===== config.mk =====
export PLATFORM = sky130hd
export DESIGN_NAME = dmem_master
export DESIGN_NICKNAME = d
export VERILOG_FILES = /design/src/rtl/dmem_master.sv
export SDC_FILE = /design/constraint.sdc
export NUM_CORES = 1
export LEC_CHECK = 0
export ABC_AREA = 1
export ABC_CLOCK_PERIOD_IN_PS = 2970
export CAP_MARGIN = 5
export CORE_ASPECT_RATIO = 0.5
export CORE_MARGIN = 5
export CORE_UTILIZATION = 50
export DETAILED_ROUTE_END_ITERATION = 12
export PLACE_DENSITY = 0.94
export SLEW_MARGIN = 10
export SYNTH_ARGS = -nofsm -noshare
export SYNTH_HDL_FRONTEND = slang
export SYNTH_SLANG_ARGS = --single-unit

===== constraint.sdc =====
create_clock -name clk -period 2.97 [get_ports clk]
set_clock_uncertainty 0.05 [all_clocks]
set_input_delay 0.891 -clock clk [delete_from_list [all_inputs] [get_ports clk]]
set_output_delay 0.891 -clock clk [all_outputs]
set_load 0.05 [all_outputs]

===== src/rtl/dmem_master.sv =====
// dmem_master: load/store sequencer for the multicycle 16-bit core.
// Converts one request at a time into edge-strobed data-memory cycles.
// Byte stores use read-modify-write; byte loads are sign/zero-extended.
//
//   state    | meaning
//   ---------+--------------------------------------------------
//   IDLE     | ready, waiting for req
//   SETUP    | address/data stable, strobes low, SETUP_CYCLES
//   RD_STB   | dm_read high for one cycle
//   RD_CAP   | capture dm_rdata (load result or merge source)
//   WR_SETUP | merged word on dm_wr_data, strobes low
//   WR_STB   | dm_wr high for one cycle
//   WR_HOLD  | dm_wr low, address/data still held
//   DONE     | done pulse, then back to IDLE
module dmem_master #(
  parameter int SETUP_CYCLES = 1
) (
  input  logic        clk,
  input  logic        rst_n,
  input  logic        req,
  output logic        ready,
  input  logic        op_store,
  input  logic        op_byte,
  input  logic        ld_signed,
  input  logic [15:0] addr,
  input  logic [15:0] st_data,
  output logic        done,
  output logic        err,
  output logic [15:0] ld_data,
  output logic [15:0] dm_addr,
  output logic [15:0] dm_wr_data,
  output logic        dm_read,
  output logic        dm_wr,
  input  logic [15:0] dm_rdata
);

  localparam int CW = (SETUP_CYCLES > 1) ? $clog2(SETUP_CYCLES) : 1;

  typedef enum logic [2:0] {
    IDLE, SETUP, RD_STB, RD_CAP, WR_SETUP, WR_STB, WR_HOLD, DONE
  } state_t;

  state_t      r_state;
  logic [CW-1:0] r_cnt;
  logic        r_ready;
  logic        r_done;
  logic        r_err;
  logic        r_rd;
  logic        r_wr;
  logic        r_store;
  logic        r_byte;
  logic        r_sgn;
  logic [15:0] r_addr;
  logic [15:0] r_st_data;
  logic [15:0] r_merge;
  logic [15:0] r_ld_data;

  logic        w_cnt_last;
  logic [15:0] w_merge;

  assign w_cnt_last = (r_cnt == CW'(SETUP_CYCLES - 1));
  assign w_merge    = {dm_rdata[15:8], r_st_data[7:0]};

  assign ready      = r_ready;
  assign done       = r_done;
  assign err        = r_err;
  assign ld_data    = r_ld_data;
  assign dm_addr    = r_addr;
  assign dm_read    = r_rd;
  assign dm_wr      = r_wr;
  // Byte stores drive the merged word; word stores drive the latched data.
  // Both sources only change on acceptance or on entry to WR_SETUP.
  assign dm_wr_data = (r_store && r_byte) ? r_merge : r_st_data;

  // Access sequencer with registered strobes and handshake outputs.
  always_ff @(posedge clk) begin
    if (!rst_n) begin
      r_state   <= IDLE;
      r_cnt     <= '0;
      r_ready   <= 1'b1;
      r_done    <= 1'b0;
      r_err     <= 1'b0;
      r_rd      <= 1'b0;
      r_wr      <= 1'b0;
      r_store   <= 1'b0;
      r_byte    <= 1'b0;
      r_sgn     <= 1'b0;
      r_addr    <= 16'h0000;
      r_st_data <= 16'h0000;
      r_merge   <= 16'h0000;
      r_ld_data <= 16'h0000;
    end else begin
      case (r_state)
        IDLE: begin
          if (req) begin
            r_ready   <= 1'b0;
            r_store   <= op_store;
            r_byte    <= op_byte;
            r_sgn     <= ld_signed;
            r_st_data <= st_data;
            r_cnt     <= '0;
            if (addr == 16'hFFFF) begin
              // addr+1 would fall off the array: reject without a strobe.
              r_err   <= 1'b1;
              r_done  <= 1'b1;
              r_state <= DONE;
            end else begin
              r_err   <= 1'b0;
              r_addr  <= addr;
              r_state <= SETUP;
            end
          end
        end
        SETUP: begin
          if (w_cnt_last) begin
            r_cnt <= '0;
            if (r_store && !r_byte) begin
              r_wr    <= 1'b1;
              r_state <= WR_STB;
            end else begin
              r_rd    <= 1'b1;
              r_state <= RD_STB;
            end
          end else begin
            r_cnt <= r_cnt + CW'(1);
          end
        end
        RD_STB: begin
          r_rd    <= 1'b0;
          r_state <= RD_CAP;
        end
        RD_CAP: begin
          if (r_store) begin
            r_merge <= w_merge;
            r_cnt   <= '0;
            r_state <= WR_SETUP;
          end else begin
            if (r_byte)
              r_ld_data <= {{8{dm_rdata[7] & r_sgn}}, dm_rdata[7:0]};
            else
              r_ld_data <= dm_rdata;
            r_done  <= 1'b1;
            r_state <= DONE;
          end
        end
        WR_SETUP: begin
          if (w_cnt_last) begin
            r_cnt   <= '0;
            r_wr    <= 1'b1;
            r_state <= WR_STB;
          end else begin
            r_cnt <= r_cnt + CW'(1);
          end
        end
        WR_STB: begin
          r_wr    <= 1'b0;
          r_state <= WR_HOLD;
        end
        WR_HOLD: begin
          r_done  <= 1'b1;
          r_state <= DONE;
        end
        DONE: begin
          r_done  <= 1'b0;
          r_ready <= 1'b1;
          r_state <= IDLE;
        end
        default: begin
          r_rd    <= 1'b0;
          r_wr    <= 1'b0;
          r_done  <= 1'b0;
          r_ready <= 1'b1;
          r_state <= IDLE;
        end
      endcase
    end
  end

endmodule


==> CHANGELOG.md <==
### Physical design

- Status: finished, final reports clean
- Reg power frac: 35.4%
- Measured slew at the worst slew-check pin: 746.0 ps
- Total grt overflow: 0
- Setup Viol. Count Final: 0
- Initial antenna violation count: 0
- Hold depth: 2
- Clock sink count: 75
- Mapped Area: 3302 um^2
- Yosys stat cell total: 480
- Placer congestion estimate: 0.8258
- Final hold viol count: 0
- Setup repair bufs after CTS: 0
- Clock Tree Root: clkbuf_16
- Synth Flop Type: dfxtp_1
- FF-to-FF path depth: 7
- Hold path endpoint: r_merge[7]
- Worst Hold Launch: r_merge[7]
- Global-route wire length before repair: 15,140 um
- Max Fclk: 0.3841 GHz
- Clock Path Buffers: 2
- Flip-flops with a built-in enable: 0
- Pleak: 2.089 nW
- Detail Route Antenna Nets: 0
- Area of placed instances: 4547 um^2
- Layout area overhead: 46.19%
- R2R Setup Slk: 1040 ps
==> power by group through the flow <==
stage	Clock, mW	Sequential, mW	Combinational [mW]
detailed placement	0	1.23	1.19
floorplan	0	1.47	0.515
finish	1.01	1.21	1.19
global route	1.08	1.22	1.29
CTS	1.03	1.21	1.20
global placement	0	1.22	1.16
==> area by class of cell <==
type	instances	area [um^2]	share of cell area, %
clock buffers	13	270.3	5.599
clock inverters	2	10.01	0.2074
multi-input cells	297	1368	28.33
repair buffers	111	1254	25.97
flip-flops and latches	75	1501	31.10
inverters	83	314.1	6.506
well taps	88	110.1	2.281
==> routing by layer <==
| metal | up-vias | wire, um | track usage (%) |
|---|---|---|---|
| li1 | 1708 | - | - |
| met1 | 1506 | 3778 | 25.39 |
| met5 | - | 0 | 0 |
| met3 | 21 | 549 | 6.556 |
| met4 | 0 | 170 | 10.14 |
| met2 | 124 | 4749 | 41.26 |
==> worst max-delay path: stages, from the launching register on <==
cell and delay [ps]:
dfxtp_1 410, nand2_1 80, buf_4 220, o21ai_0 410
buf_12 200
==> cell usage after synthesis, types with 3 or more instances <==
master      n  area share (%)
nand2_1   122              14
inv_1      80             9.1
dfxtp_1    75              45
o21ai_0    45             6.8
a21oi_1    41             6.2
nor2_1     38             4.3
nand4_1    18             3.4
clkbuf_1   12             1.4
a31oi_1     9             1.7
o21ai_1     6            0.91
buf_1       5            0.57
buf_2       5            0.76
nand3_1     5            0.76
nor3_1      4            0.61
nand2_2     3            0.57
==> worst max-delay path by stage <==
stage,startpoint,to,slack [ps]
after global placement,addr[5],dm_addr[11],480
after global routing,r_store,dm_wr_data[9],270
final,r_store,dm_wr_data[9],370
after detailed placement,addr[6],dm_addr[10],410
after CTS,r_store,dm_wr_data[9],360
after floorplan,r_store,dm_wr_data[0],250
==> logic make-up after synthesis <==
logic type | after synthesis | synth area share, %
simple gates | 196 | 25.77
flops | 75 | 45.47
compound gates | 101 | 15.65
buf+inv | 108 | 13.11
==> sequential cells by signal (all words and copies together), names as in the netlist <==
name	cells
dm_addr	16
dm_read	1
dm_wr	1
done	1
err	1
ld_data	16
r_byte	1
r_merge	16
r_sgn	1
r_st_data	16
r_state	3
r_store	1
ready	1
==> through the flow <==
step | instances | setup slack [ps]
floorplan | 480 | 245.3
global route | 669 | 267.3
detailed placement | 654 | 410.4
CTS | 669 | 362.7
global placement | 654 | 476.1
finish | 669 | 366.5
**Ports around the boundary**

Pins as bars across the die edge, other pins in gray.
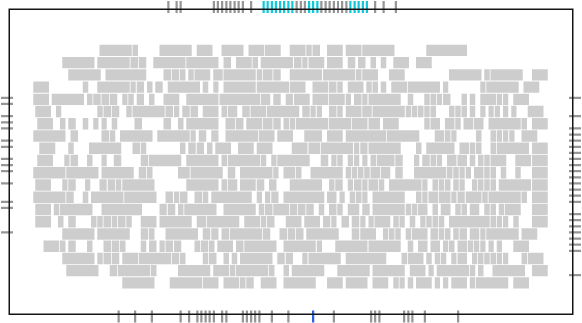
color	port	pins	direction	edge
cyan	`ld_data`	16	output	top
blue	`dm_read`	1	output	bottom
IO buf count: 106
chip width: 124.9 um

**Wiring by layer**

The bar under the picture is 20 um long.
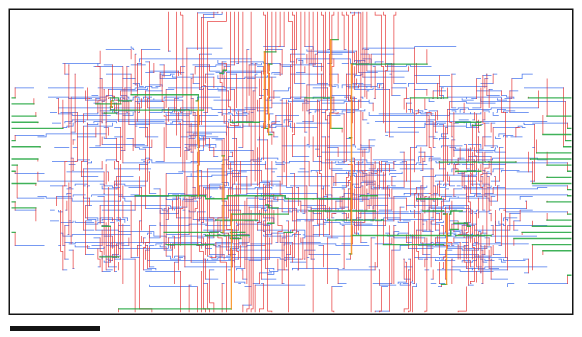
color	layer	wire length
blue	M1	3,780 um
orange	M4	171 um
green	M3	550 um
red	M2	4,750 um
all-layer global routing usage: 22.63%
vias: 3,359
WL per Instance: 13.82 um
DRT Wirelength: 9247 um

Power is estimated from default activity; no workload was simulated.
